[src/rtl/uart_tx_drain_pkg.sv]
// Shared UART definitions: oversample ratio, default link settings, TX state encoding.
package uart_tx_drain_pkg;

    localparam int OVERSAMPLE  = 16;
    localparam int DEF_DBIT    = 8;
    localparam int DEF_SB_TICK = 16;
    localparam int DEF_DVSR    = 54;

    typedef enum logic [2:0] {
        ST_IDLE   = 3'd0,
        ST_START  = 3'd1,
        ST_DATA   = 3'd2,
        ST_PARITY = 3'd3,
        ST_STOP   = 3'd4
    } tx_state_e;

    // Counter width for a value range 0..v-1, never narrower than one bit.
    function automatic int clog2_min1(input int v);
        return (v <= 2) ? 1 : $clog2(v);
    endfunction

endpackage

[src/rtl/uart_tx_drain_if.sv]
// FIFO read port between the TX fifo (master) and the drain transmitter (slave).
interface uart_tx_drain_if #(
    parameter int DBIT = 8
);
    // fifo_rd_data is valid whenever fifo_empty=0; fifo_rd is a one-clk pop that is
    // only raised while fifo_empty=0, and the word is consumed on that clock edge.
    logic            fifo_empty;
    logic [DBIT-1:0] fifo_rd_data;
    logic            fifo_rd;

    modport master (output fifo_empty, output fifo_rd_data, input fifo_rd);
    modport slave  (input fifo_empty, input fifo_rd_data, output fifo_rd);
endinterface

[src/rtl/uart_tx_drain_baud_gen.sv]
// Mod-DVSR counter producing the 16x oversample tick, with a synchronous clear.
module uart_tx_drain_baud_gen
    import uart_tx_drain_pkg::*;
#(
    parameter int DVSR = DEF_DVSR
) (
    input  logic clk,
    input  logic rst_n,
    input  logic clr,
    output logic s_tick
);
    localparam int            CW   = clog2_min1(DVSR);
    localparam logic [CW-1:0] LAST = CW'(DVSR - 1);

    logic [CW-1:0] cnt_q, cnt_d;

    always_comb begin
        if (clr || cnt_q == LAST) cnt_d = '0;
        else                      cnt_d = cnt_q + CW'(1);
    end

    always_ff @(posedge clk or negedge rst_n) begin
        if (!rst_n) cnt_q <= '0;
        else        cnt_q <= cnt_d;
    end

    assign s_tick = (cnt_q == LAST);
endmodule

[src/rtl/uart_tx_drain.sv]
// UART transmitter that pops one byte per frame straight from the TX fifo head and
// serialises start + data (LSB first) + optional even parity + stop.
module uart_tx_drain
    import uart_tx_drain_pkg::*;
#(
    parameter int DBIT      = DEF_DBIT,
    parameter int SB_TICK   = DEF_SB_TICK,
    parameter int DVSR      = DEF_DVSR,
    parameter int PARITY_EN = 0
) (
    input  logic                  clk,
    input  logic                  rst_n,
    uart_tx_drain_if.slave        fifo,
    output logic                  tx,
    output logic                  tx_busy,
    output logic                  tx_done_tick,
    output tx_state_e             state_dbg
);
    localparam int            SW          = clog2_min1(SB_TICK);
    localparam int            NW          = clog2_min1(DBIT);
    localparam logic [SW-1:0] S_BIT_LAST  = SW'(OVERSAMPLE - 1);
    localparam logic [SW-1:0] S_STOP_LAST = SW'(SB_TICK - 1);
    localparam logic [NW-1:0] N_LAST      = NW'(DBIT - 1);

    tx_state_e       state_q, state_d;
    logic [SW-1:0]   s_q, s_d;
    logic [NW-1:0]   n_q, n_d;
    logic [DBIT-1:0] b_q, b_d;
    logic            par_q, par_d;
    logic            tx_q, tx_d;
    logic            done_q, done_d;
    logic            pop;
    logic            s_tick;

    // Pop is Mealy so the byte is taken in the same cycle the fifo shows it; the
    // rst_n term keeps the strobe quiet while reset is held with data waiting.
    assign pop          = rst_n && (state_q == ST_IDLE) && !fifo.fifo_empty;
    assign fifo.fifo_rd = pop;

    uart_tx_drain_baud_gen #(.DVSR(DVSR)) u_baud (
        .clk    (clk),
        .rst_n  (rst_n),
        .clr    (pop),
        .s_tick (s_tick)
    );

    always_comb begin
        state_d = state_q;
        s_d     = s_q;
        n_d     = n_q;
        b_d     = b_q;
        par_d   = par_q;
        done_d  = 1'b0;
        if (state_q != ST_IDLE && s_tick) s_d = s_q + SW'(1);
        case (state_q)
            ST_IDLE: begin
                if (pop) begin
                    b_d     = fifo.fifo_rd_data;
                    par_d   = ^fifo.fifo_rd_data;
                    s_d     = '0;
                    state_d = ST_START;
                end
            end
            ST_START: begin
                if (s_tick && s_q == S_BIT_LAST) begin
                    s_d     = '0;
                    n_d     = '0;
                    state_d = ST_DATA;
                end
            end
            ST_DATA: begin
                if (s_tick && s_q == S_BIT_LAST) begin
                    s_d = '0;
                    b_d = b_q >> 1;
                    if (n_q == N_LAST) state_d = (PARITY_EN != 0) ? ST_PARITY : ST_STOP;
                    else               n_d     = n_q + NW'(1);
                end
            end
            ST_PARITY: begin
                if (s_tick && s_q == S_BIT_LAST) begin
                    s_d     = '0;
                    state_d = ST_STOP;
                end
            end
            ST_STOP: begin
                if (s_tick && s_q == S_STOP_LAST) begin
                    s_d     = '0;
                    done_d  = 1'b1;
                    state_d = ST_IDLE;
                end
            end
            default: state_d = ST_IDLE;
        endcase
        // tx follows the next state so the line moves on the same edge as the state.
        case (state_d)
            ST_START:  tx_d = 1'b0;
            ST_DATA:   tx_d = b_d[0];
            ST_PARITY: tx_d = par_d;
            default:   tx_d = 1'b1;
        endcase
    end

    always_ff @(posedge clk or negedge rst_n) begin
        if (!rst_n) begin
            state_q <= ST_IDLE;
            s_q     <= '0;
            n_q     <= '0;
            b_q     <= '0;
            par_q   <= 1'b0;
            tx_q    <= 1'b1;
            done_q  <= 1'b0;
        end else begin
            state_q <= state_d;
            s_q     <= s_d;
            n_q     <= n_d;
            b_q     <= b_d;
            par_q   <= par_d;
            tx_q    <= tx_d;
            done_q  <= done_d;
        end
    end

    assign tx           = tx_q;
    assign tx_busy      = (state_q != ST_IDLE);
    assign tx_done_tick = done_q;
    assign state_dbg    = state_q;
endmodule
[src/flat_wrapper.sv]
// flat-port wrapper written by rule: the top's interface ports become plain ports
module uart_tx_drain_flat import uart_tx_drain_pkg::*;
#(
    parameter int DBIT      = DEF_DBIT,
    parameter int SB_TICK   = DEF_SB_TICK,
    parameter int DVSR      = DEF_DVSR,
    parameter int PARITY_EN = 0
)
  (clk, rst_n, tx, tx_busy, tx_done_tick, state_dbg, fifo_fifo_empty, fifo_fifo_rd_data, fifo_fifo_rd);
  uart_tx_drain_if #(.DBIT(DBIT)) fifo_i ();
  input  logic clk;
  input  logic rst_n;
  output logic tx;
  output logic tx_busy;
  output logic tx_done_tick;
  output tx_state_e state_dbg;
  input wire logic [$bits(fifo_i.fifo_empty)-1:0] fifo_fifo_empty;
  input wire logic [$bits(fifo_i.fifo_rd_data)-1:0] fifo_fifo_rd_data;
  output wire logic [$bits(fifo_i.fifo_rd)-1:0] fifo_fifo_rd;
  assign fifo_i.fifo_empty = fifo_fifo_empty;
  assign fifo_i.fifo_rd_data = fifo_fifo_rd_data;
  assign fifo_fifo_rd = fifo_i.fifo_rd;
  uart_tx_drain #(.DBIT(DBIT), .SB_TICK(SB_TICK), .DVSR(DVSR), .PARITY_EN(PARITY_EN)) u_core (.clk(clk), .rst_n(rst_n), .fifo(fifo_i), .tx(tx), .tx_busy(tx_busy), .tx_done_tick(tx_done_tick), .state_dbg(state_dbg));
endmodule
[config.mk]
export PLATFORM = sky130hd
export DESIGN_NAME = uart_tx_drain_flat
export DESIGN_NICKNAME = d
export VERILOG_FILES = /design/src/rtl/uart_tx_drain_pkg.sv /design/src/rtl/uart_tx_drain_if.sv /design/src/rtl/uart_tx_drain_baud_gen.sv /design/src/rtl/uart_tx_drain.sv /design/src/flat_wrapper.sv
export SDC_FILE = /design/constraint.sdc
export NUM_CORES = 1
export LEC_CHECK = 0
export ABC_AREA = 1
export CAP_MARGIN = 10
export CORE_UTILIZATION = 52
export CTS_BUF_LIST = sky130_fd_sc_hd__clkbuf_4 sky130_fd_sc_hd__clkbuf_8
export CTS_CLUSTER_DIAMETER = 120
export DETAILED_ROUTE_END_ITERATION = 12
export DONT_BUFFER_PORTS = 1
export PLACE_DENSITY = 0.67
export SYNTH_ARGS = -nofsm -noshare
export SYNTH_HDL_FRONTEND = slang
export SYNTH_HIERARCHICAL = 1
export SYNTH_SLANG_ARGS = --single-unit
[constraint.sdc]
create_clock -name clk -period 2.1 [get_ports clk]
set_input_delay 0.63 -clock clk [delete_from_list [all_inputs] [get_ports clk]]
set_output_delay 0.63 -clock clk [all_outputs]
set_load 0.02 [all_outputs]
==> flow_summary.json, run 1 <==
{
  "ys_warn_count": 6,
  "run_status": "finished with violations",
  "die_x_um": 57.59,
  "largest_class": "combinational gates",
  "synth-edff-count": 0,
  "finalClockSkew_ps": 1.534,
  "fin_cells": 235,
  "ys_chip_area_um2": 1607,
  "worst-path-buf-inv": 2,
  "dpl_cell_area_um2": 1619,
  "nFillCells": 264,
  "hpwlAfterDp_mm": 2.324,
  "hold_buffers": 1,
  "finalClockPeriodUsage_pct": 96.65,
  "max_stage_delay_ps": 510,
  "maxCapViolations": 0,
  "final_core_util_pct": 58.86,
  "power_frac_seq_pct": 55.3,
  "antenna_left": 0,
  "ys_types": 31,
  "syn-num-nets": 219,
  "crit_required_ps": 1470,
  "critPathMaxFanout": 8,
  "top_cells_by_area": "dfrtp_1, nand2_1, inv_1",
  "tightest_slew_ps": 295.9,
  "clock_buffers": 4,
  "root_buffer": "clkbuf_4",
  "core_area_um2": 2853,
  "tritoncts": "done",
  "violations": "design-rule violations",
  "critPathKind": "flip-flop to output pin",
  "clock_path_buffers": 2,
  "worstPathCellList": "nor2_4 -> nand2_4 -> inv_2 -> nand2_2 -> inv_6",
  "p_leak_nw": 0.8786,
  "grt_max_degree": 27,
  "grt_overflow": 0,
  "core.rowCount": 19,
  "ir_drop_mv": 0.5219,
  "grt_pass1_wl_mm": 5.485,
  "drv_slew": 0,
  "p_clk_share_pct": 17.0,
  "ys.flop_type": "dfrtp_1",
  "drcViolationCount": 1,
  "yosysTopAreaCellShare_pct": 40.50,
  "endpoint_kind": "output pin",
  "clk_pin_slew_ps": 140,
  "cts_resized": 2,
  "die_height_um": 57.59,
  "cellPowerDensity_nw_per_um2": 833.4,
  "power.group.top": "registers",
  "ys.flops": 27,
  "worst_r2r_startpoint": "u_core/u_baud/cnt_q[1]",
  "inverters_excl_clock": 32,
  "synth_cells": 203,
  "nets": 221,
  "antenna_found_initial": 0,
  "setup-violations-final": 0,
  "logic_area_um2": 778.2,
  "setup_tns_ps": 0,
  "warning_count": 28,
  "logic_gate_count": 139,
  "grt_pass1_vias": 1321,
  "seq_share_pct": 40.46,
  "taps": 31,
  "whs_ps": 100.9,
  "stdcell_area_um2": 1679,
  "p_switching_mw": 0.4759,
  "hold_violations": 0,
  "fmax_mhz": 492.7,
  "post-place-ws_ps": 125.4
}
## run 1: registers in the layout, summed over array words and instances, names as in the netlist
name and count:
u_core/tx 1, u_core/tx_done_tick 1, u_core/u_baud/cnt_q 6, u_core/par_q 1, u_core/b_q 8, u_core/s_q 4
u_core/n_q 3, u_core/state_dbg 3
## run 1: worst paths after layout
path                                       endpoint  slack, ps  depth (start not counted)
worst max-delay path                   fifo_fifo_rd         70                          5
worst min-delay path            u_core/state_dbg[2]        100                          1
worst max register to register        u_core/n_q[0]        180                         10
worst min register to register        u_core/n_q[0]        500                          1
max in group asynchronous       u_core/state_dbg[0]       1840                          1
min in group clk                      u_core/b_q[2]        440                          2
## run 1: cells by family after synthesis
logic type / synth area share [%]
AND-OR/OR-AND: 9.891
buffers and inverters: 9.580
adder cells (fa/ha/maj): 3.894
XOR/XNOR: 4.906
AND/OR/NAND/NOR: 29.60
flip-flops: 42.13
## run 1: layout by cell type, fill, tap and decap left out, types with 3 or more instances in the layout
cell type / synthesis / layout
nand2_1: 53 / 53
inv_1: 27 / 27
dfrtp_1: 26 / 24
nor2_1: 23 / 22
nand3_1: 15 / 15
o221ai_1: 7 / 7
nand2_2: 5 / 5
xnor2_1: 5 / 5
ha_1: 5 / 5
clkbuf_4: 0 / 4
inv_2: 5 / 4
xor2_1: 4 / 4
a21oi_1: 3 / 3
## run 1: routing by layer
metal  track usage, %  wire length [um]  vias up
li1                 -                 -      636
met1            24.93              1312      597
met2            39.70              1604       16
met3            3.401               100        2
met4            9.059                29        0
met5                0                 0        -
## run 1: worst register-to-register path: stages (launching register included)
cell and delay [ps]:
dfrtp_1 440, inv_1 70, ha_1 140, nand3_1 150
nor2_2 210, nand2_2 130, nor2_8 150, nand2_2 170
o21a_4 250, nand2_1 60, o21ai_1 60
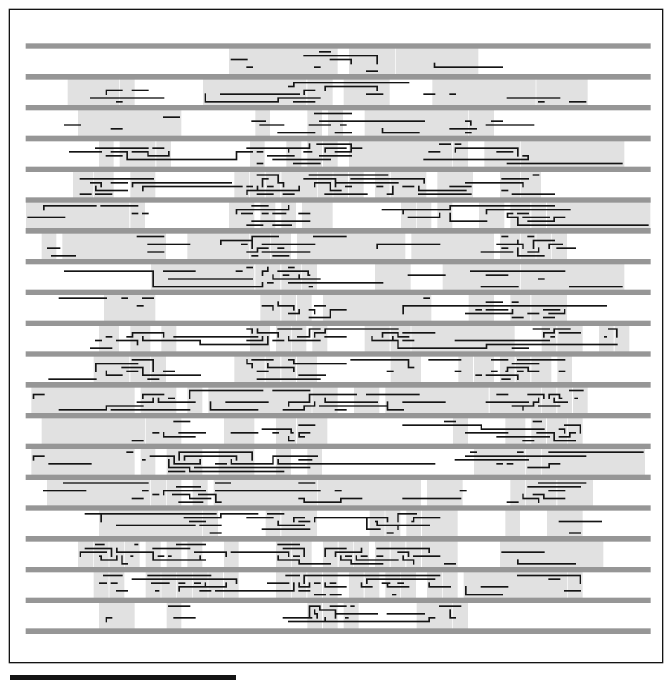
Run 1: the metal 1 layer
Bar = 20 um. Supply wires on this layer in grey.
The wires run mostly horizontal. The longest straight run is 17.9 um.
via count: 1251
grt met1 use: 24.93%
drt total wl: 3.046 mm

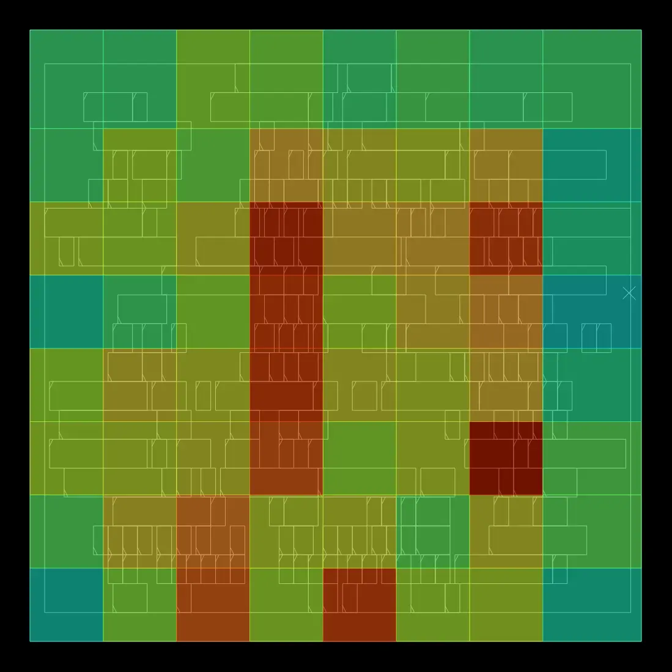
Run 1: routing congestion
M3 GR Usage: 3.401%
DR WL/cell: 12.96 um
GRT Total Usage: 21.68%
Top Usage Layer GRT: met2

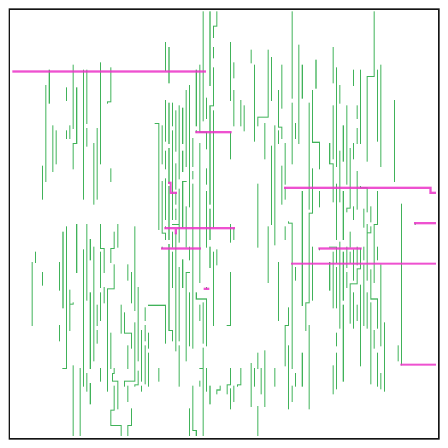
Run 1: signal wires by layer
Two of the layers only.
M2: in green, wire length 1600 um. M3: in magenta, wire length 101 um.

--- run 2 (diff from run 1) ---
- REMOVE_ABC_BUFFERS: unset -> 1
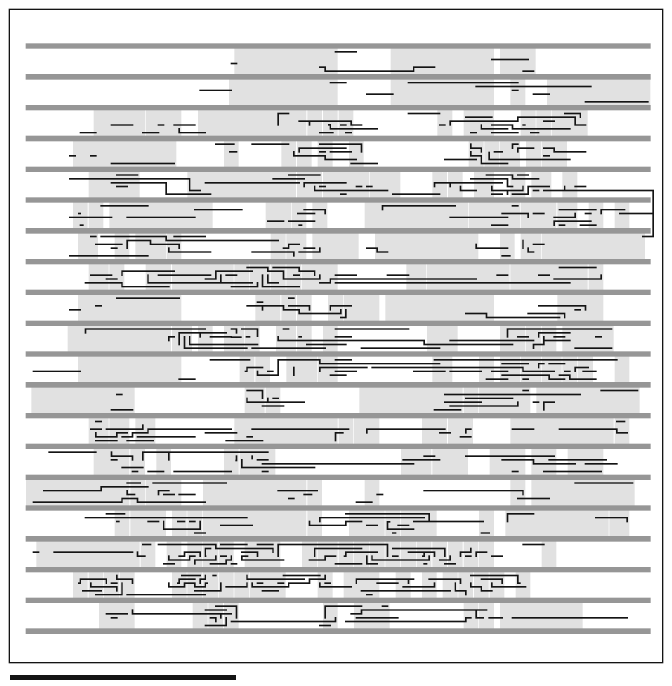
Run 2: the metal 1 layer
Bar = 20 um. Supply wires on this layer in grey.
The layer holds 44% of the routed length. 212 nets have wire on it. The wires run mostly horizontal. The layer carries 1320 um of wire.
grt met1 use: 23.76%
via count: 1218
drt total wl: 2.976 mm

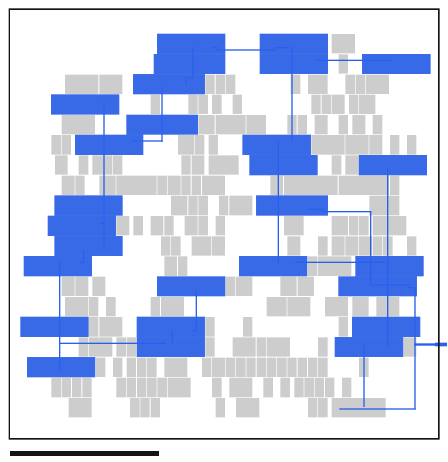
Run 2: I/O nets highlighted
Bar = 20 um.
rst_n: in blue, bits 1, direction input, end cells 28, buffers 1, wire 224 um.
# IOs: 18
I/O Buffers: 0

==> run 2 against run 1 <==
The flow still finishes with violations (design-rule violations). Utilization rose by 0.39 points. Synthesized cell count unchanged. Global-route usage is 0.95 points lower. Sequential share of layout area down 0.20 points. Register-to-register slack improved by 20 ps. Clock power shrank 8%. Non-clock buffer count is 1 higher. Wire length fell by 2.3%. Final area grew 0.67%. Critical path depth unchanged. Die size did not move. Area after synthesis unchanged. Critical path type unchanged. Critical endpoint unchanged.
==> flow_summary.json, run 2 <==
{
  "ys_types": 31,
  "maxCapViolations": 0,
  "r2r_end": "u_core/n_q[1]",
  "ys_chip_area_um2": 1607,
  "die_x_um": 57.59,
  "largest_reg_flops": 8,
  "yosys-dominant-comb-family": "simple AND/OR/NAND/NOR gates",
  "reg2reg_slack_ps": 200,
  "hold_violations": 0,
  "wl_per_cell_um": 12.61,
  "regMostFlops": "u_core/b_q",
  "synth-edff-count": 0,
  "ys.flops": 27,
  "antenna_left": 0,
  "worst_r2r_startpoint": "u_core/u_baud/cnt_q[1]",
  "nets": 222,
  "initial_core_util_pct": 56.32,
  "run_status": "finished with violations",
  "finalClockSkew_ps": 1.584,
  "whs_ps": 92.81,
  "p_leak_nw": 0.8829,
  "post-place-ws_ps": 118.2,
  "final_core_util_pct": 59.25,
  "fin_cells": 236,
  "mux_share_pct": 0,
  "r2r_cells": 10,
  "diodes": 0,
  "drcViolationCount": 2,
  "ys_warn_count": 6,
  "xor_share_pct": 4.907,
  "violations": "design-rule violations",
  "root_buffer": "clkbuf_4",
  "top_regs": "u_core/b_q: 8 flops, u_core/u_baud/cnt_q: 6 flops, u_core/s_q: 4 flops",
  "setup_tns_ps": 0,
  "fmax_mhz": 497.4,
  "grt_overflow": 0,
  "logic_area_um2": 783.3,
  "yosysTopAreaCellShare_pct": 40.50,
  "grt_max_degree": 27,
  "ys_sh_adder_pct": 3.894,
  "tightest_slew_ps": 222.9,
  "gp_congestion": 0.8047,
  "grt_pass1_wl_mm": 5.175,
  "core_area_um2": 2853,
  "synth_cells": 203,
  "warning_count": 26,
  "hpwlAfterDp_mm": 2.309,
  "critPathMaxFanout": 8,
  "finalClockPeriodUsage_pct": 95.73,
  "clk_pin_slew_ps": 140,
  "max_stage_delay_ps": 510,
  "layout-drive-gt1-share_pct": 15.12,
  "top_cells_by_area": "dfrtp_1, nand2_1, inv_1",
  "antenna_found_initial": 0,
  "power_frac_seq_pct": 55.5,
  "dpl_cell_area_um2": 1619,
  "cellPowerDensity_nw_per_um2": 821.1,
  "final_layout_top_logic_cell": "nand2_1",
  "async_flop_share_pct": 100.0,
  "lay_top_cells": "nand2_1, inv_1, dfrtp_1",
  "p_switching_mw": 0.4767,
  "area_growth_pct": 5.218,
  "ys.flop_type": "dfrtp_1",
  "crit_required_ps": 1470,
  "worstPathCellList": "nor2_4 -> nand2_4 -> inv_2 -> nand2_2 -> clkinv_4",
  "critPathKind": "flip-flop to output pin",
  "ir_drop_mv": 0.4827,
  "endpoint_kind": "output pin",
  "nFillCells": 233,
  "setup-violations-final": 0,
  "stdcell_area_um2": 1690,
  "worst-path-buf-inv": 2,
  "drv_slew": 0,
  "die_height_um": 57.59,
  "p_clk_share_pct": 15.8,
  "cp_top_family": "flip-flops",
  "grt_pass1_vias": 1210,
  "ys_sh_simple_pct": 29.60,
  "ys_sh_aoi_pct": 9.891,
  "core.rowCount": 19,
  "grt_usage_pct": 20.73
}
-- run 2: netlist changes by cell type in the layout (fill, tap and decap cells not counted), sizes merged --
cell | previous run | this run
buf | 2 | 3
clkbuf | 4 | 3
clkinv | 0 | 2
inv | 32 | 31
-- run 2: worst max path at each step --
stage | slack [ps] | cells past startpoint | start | endpoint
after global routing | 5 | 5 | u_core/state_dbg[2] | fifo_fifo_rd
after CTS | 30 | 5 | u_core/state_dbg[0] | fifo_fifo_rd
after floorplan | 340 | 5 | u_core/state_dbg[0] | fifo_fifo_rd
final | 90 | 5 | u_core/state_dbg[2] | fifo_fifo_rd
after global placement | 250 | 10 | u_core/u_baud/cnt_q[1] | u_core/n_q[1]
after detailed placement | 120 | 10 | u_core/u_baud/cnt_q[1] | u_core/n_q[1]
-- run 2: cell type report --
class	instances	share of cell area, %
clock inverter	1	0.2961
timing repair buffer	3	2.073
multi-input combinational	139	46.34
tap	31	2.295
sequential	27	40.27
clock buffer	3	1.332
inverter	32	7.402
-- run 2: timing repair --
action | 4_1_cts | 5_1_grt
setup buffers | 0 | 1
endpoints found under the hold margin | 26 | 0
endpoints found under the setup margin | 1 | 9
hold buffers | 1 | 0
gates resized | 3 | 5
gates cloned | 0 | 0
pin swaps | 0 | 1
-- run 2: routing by layer --
layer | GRT usage, % | share of wire (%)
met2 | 36.54 | 51
met5 | 0 | 0
met1 | 23.76 | 44
met4 | 8.362 | 1.1
met3 | 5.442 | 3.7
-- run 2: power by group through the flow --
stage / clock [mW] / combinational (mW) / sequential [mW]
3_5_place_dp: 0 / 0.381 / 0.781
6_report: 0.219 / 0.399 / 0.770
2_1_floorplan: 0 / 0.308 / 0.758
4_1_cts: 0.229 / 0.396 / 0.770
3_3_place_gp: 0 / 0.352 / 0.774
5_1_grt: 0.245 / 0.457 / 0.792
Power is estimated from default activity; no workload was simulated.
